### Signal wires on met3, run 1

Bar = 50 µm.
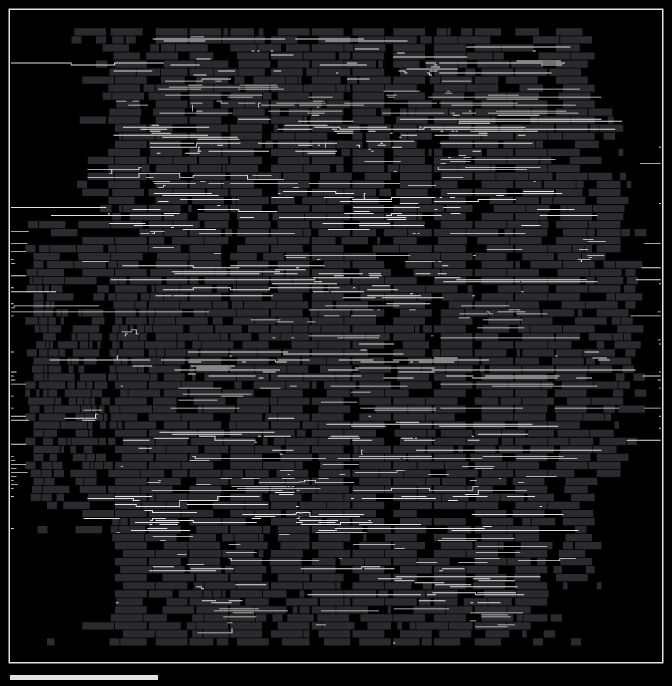
### Track usage over the die, run 1

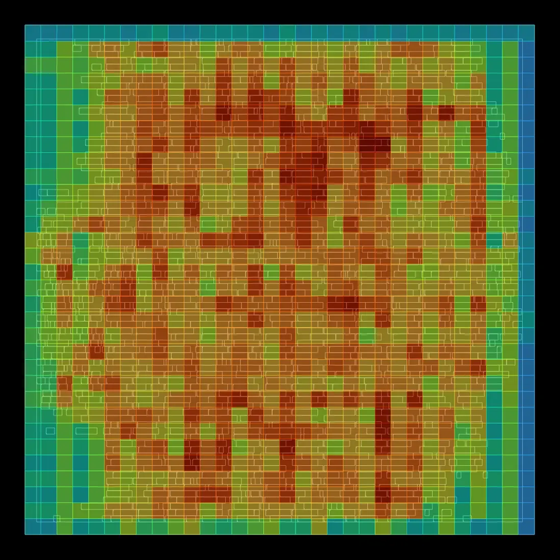
### Signal wires on met4, run 1

Bar = 50 µm.
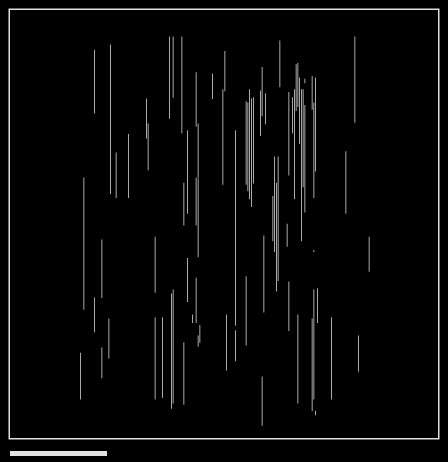
Design prach_tdm_deframer_flat, sky130hd; sources not shown.
==> flow_summary.yaml, run 1 <==
# implementation run metrics
worst_setup_path:
  end_kind: "output pin"
  r2r_cells: 13
  crit_path_start_kind: "flop"
  rrSetupSlack_ns: 0.25
cells_and_area:
  layout_top_cells: "edfxtp_1, mux4_2, clkbuf_16"
  clkCellAreaFrac_pct: 7.35
  largest_reg_flops: 640
  num-clock-buffers: 92
  nNonClkInverters: 7
  nFillCells: 2359
  seq_area_um2: 20800
  area_growth_pct: 21.3
  drive_gt1_share_pct: 37.8
  nNonClkBuffers: 214
  antennaDiodeCount: 2
  combGateArea_um2: 5710
  bufAreaShareNonClock_pct: 8.44
  ff_count: 702
logic_synthesis:
  ys_sh_mux_pct: 17.2
  area_leaders: "edfxtp_1, mux4_2, dfrtp_1"
  top_area_share_pct: 72.0
  synthArstFlopShare_pct: 8.83
  ys_sh_xor_pct: 0.459
  numSynthFlops: 702
  synth_area_um2: 26700
  most_common_cell: "edfxtp_1"
  ys_seq_share_pct: 77.8
  syn_inst: 1113
placed_design:
  pre_cts_ws_ns: 0.0328
  io_buffers: 101
  place_hpwl_mm: 29.5
outcome:
  status: "complete, but fails checks"
  violations: "negative setup slack"
global_routing:
  grt_pass1_wl_mm: 99.1
  grt_pass1_vias: 13950
power_and_ir_drop:
  vdd_drop_max_uv: 396
  power_leakage_uw: 0.0106
cts:
  cts.sink_count: 702
  path_clk_slew_ns: 0.07
  insertion_delay_ns: 0.61
  cts_root_buf: "clkbuf_16"
final_timing:
  fmax_mhz: 275
  tightest_slew_ns: 1.04
  finalSetupViolCount: 12
  fin_ws_ns: -0.0376
drt:
  drtIter0Drc: 1854
  ant_nets: 0
  vias_per_cell: 6.71
floorplan:
  die_area_um2: 48800
Notes on 'Signal wires on met3' above:
longest straight run: 69.5 µm
nets with wire on the layer: 311
total routed wirelength: 69.2 mm
Via Count: 13390
GR Layer Usage met3: 7.08%

Notes on 'Track usage over the die' above:
DR WL/cell: 34.6 µm
GRT Util Overall: 29.2%
GRT met2 Usage: 46.7%

Notes on 'Signal wires on met4' above:
share of all routed wire: 3.9%
longest straight run: 101 µm

## run 1: critical path: stages, from the launching register on
cell	delay [ns]
dfrtp_4	0.51
buf_12	0.15
buf_8	0.12
buf_16	0.14
buf_6	0.12
mux4_2	0.42
mux4_2	0.55
and2_4	0.18
buf_6	0.11
## run 1: timing repair
action	in CTS	in global routing
gates resized	226	52
gates cloned	9	1
setup endpoints to repair	40	40
setup buffers	34	17
hold buffers	0	0
pin swaps	4	0
## run 1: cells by family after synthesis
| family | Yosys count |
|---|---|
| XOR/XNOR | 14 |
| flip-flops | 702 |
| multiplexers | 208 |
| AND/OR/NAND/NOR | 98 |
| adder cells (fa/ha/maj) | 13 |
| AND-OR/OR-AND | 17 |
| buffers and inverters | 61 |
## run 1: per-layer routing
layer / wire [µm] / vias up / GRT usage (%)
met5: 0 / - / -
met4: 2730 / 0 / 10.3
met3: 7070 / 172 / 7.08
met2: 35400 / 1017 / 46.7
met1: 24000 / 7025 / 37.6
li1: - / 5176 / -
## run 1: through the flow
stage                     TNS (ns)  hold WS [ns]  cell area [µm²]  instances  power (µW)
final                       -0.180         0.289            32400       1997       16800
after global routing         -1.98         0.339            32400       1996       17300
after CTS                   -0.554         0.307            32000       1978       16800
after detailed placement         0         0.497            29000       1805        9360
after global placement           0         0.475            29000       1805        9340
after floorplan                  0         0.424            26700       1113        9220
## run 1: power breakdown
| part | internal, µW | switching [µW] |
|---|---|---|
| combinational | 86.8 | 70.5 |
| sequential | 8920 | 116 |
| clock | 4420 | 3190 |
| total | 13400 | 3380 |
### M1 wires, run 1

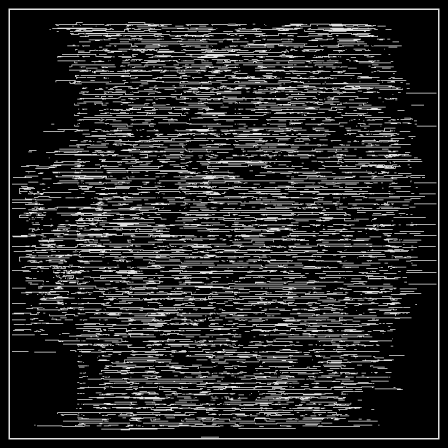

==> run 2, diff against run 1 <==
Settings changed: REMOVE_ABC_BUFFERS set to 1.
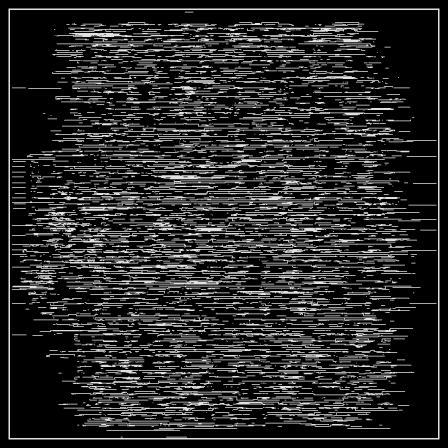
*M1 wires, run 2*
wire length on this layer: 24.1 mm
nets with wire on the layer: 1333
share of all routed wire: 34%
main direction: horizontal
longest straight run: 67.6 µm
global routing usage on met1: 38.5%
Via Count: 13534

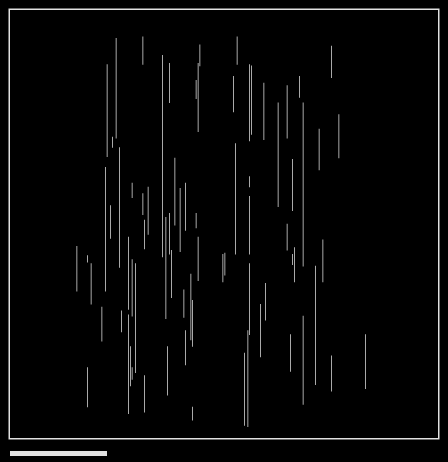
*Signal wires on met4, run 2*
Bar = 50 µm.
total routed wirelength: 70.2 mm

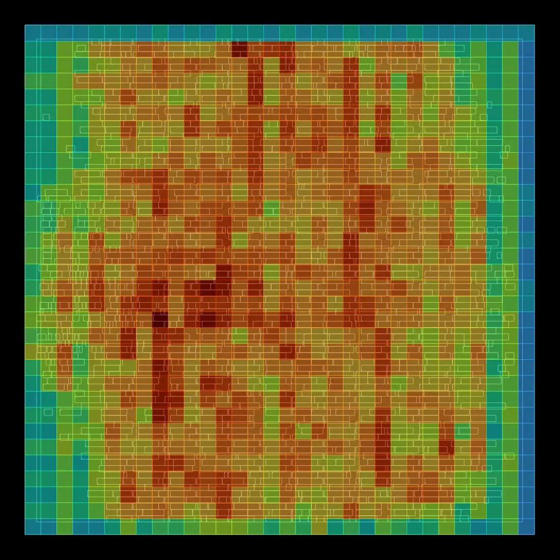
*Track usage over the die, run 2*
DR WL/cell: 35.6 µm
Util after Layout: 72.4%
busiest grt layer: met2

==> run 2 against run 1 <==
Against the previous run:
- the flow still finishes with violations (negative setup slack)
- die size is the same
- via count grew 1.1%
- fmax shrank 1.9%
- critical endpoint is now m_m_chn[7]
- non-clock buffer count shrank 26
- clock power is essentially flat
- sequential power is essentially flat
- power is essentially flat
- flip-flop count is the same
- clock-buffer cell count grew 7
- largest cell class unchanged
- wire length grew 1.4%
==> flow_summary.yaml, run 2 <==
# implementation run metrics
cells_and_area:
  drive_gt1_share_pct: 35.3
  nFillCells: 2395
  seq_area_um2: 20800
  layout.cells.non_filler: 1968
  area_growth_pct: 19.7
final_timing:
  fin_ws_ns: -0.106
  finalSetupViolCount: 26
  fmax_mhz: 270
global_routing:
  grt_pass1_wl_mm: 102
  grt_pass1_vias: 14184
cts:
  path_clk_slew_ns: 0.07
  cts_root_buf: "clkbuf_16"
drt:
  top_layer: "met4"
  wl_met3_mm: 7.23
  ant_nets: 0
  vias_per_cell: 6.88
worst_setup_path:
  crit_slowest_cell: "dfrtp_4"
  crit_path_start_kind: "flop"
outcome:
  violations: "negative setup slack"
  status: "complete, but fails checks"
logic_synthesis:
  numSynthFlops: 702
  ys_seq_share_pct: 77.8
  top_area_share_pct: 72.0
  ys_sh_mux_pct: 17.2
  syn_inst: 1113
placed_design:
  postPlaceCellArea_um2: 28900
floorplan:
  die_area_um2: 48800
## run 2: kinds of logic after synthesis
kind of cell,Yosys count
flops,702
buf+inv,61
xor+xnor,14
simple gates,98
fa+ha+maj,13
mux,208
compound gates,17
## run 2: stage by stage
step	utilization, %	power, µW	setup slack, ns	hold slack [ns]
final	72.4	16800	-0.106	0.244
after global routing	72.4	17300	-0.157	0.287
after CTS	72.1	16800	-0.112	0.244
after detailed placement	65.5	9360	-0.0242	0.493
after global placement	65.5	9340	0.156	0.481
after floorplan	-	9220	-4.61	0.424
## run 2: layer usage
| metal | track usage, % | vias up |
|---|---|---|
| met1 | 38.5 | 7085 |
| met2 | 49.6 | 1170 |
| met4 | 9.02 | 0 |
| met3 | 5.18 | 172 |
| met5 | - | - |
| li1 | - | 5107 |
## run 2: layout make-up
type | count | share of cell area (%)
multi-input combinational | 350 | 17.8
antenna | 1 | 0.00783
tap | 592 | 2.32
clock buffer | 99 | 6.27
inverter | 7 | 0.0822
sequential | 702 | 65.1
timing repair buffer | 188 | 7.37
clock inverter | 29 | 1.07
## run 2: timing repair
action,CTS,global route
cloned,9,1
resized,191,44
hold buffers,0,0
pin swaps,9,0
hold endpoints to repair,0,0
setup buffers,25,5
endpoints found under the setup margin,40,41
## run 2: where the power goes
part	leakage, µW	switching, µW	total [µW]	internal [µW]
logic	0.00274	68.8	154	85.2
clock network	0.00115	3200	7620	4420
registers	0.00650	119	9040	8920
total	0.0104	3390	16800	13400
## run 2: worst reg2reg max path, cell delays in order, from the launching register on
cell     delay [ns]
dfrtp_1        0.64
nor4_1         0.45
nor2b_1        0.35
nand3_2        0.17
nor3b_4        0.22
ha_1           0.21
inv_1          0.11
fa_1           0.41
a21o_1         0.18
a21oi_1        0.17
xnor2_1        0.13
nor2_1         0.06
xor2_1         0.14
Power is estimated from default activity; no workload was simulated.
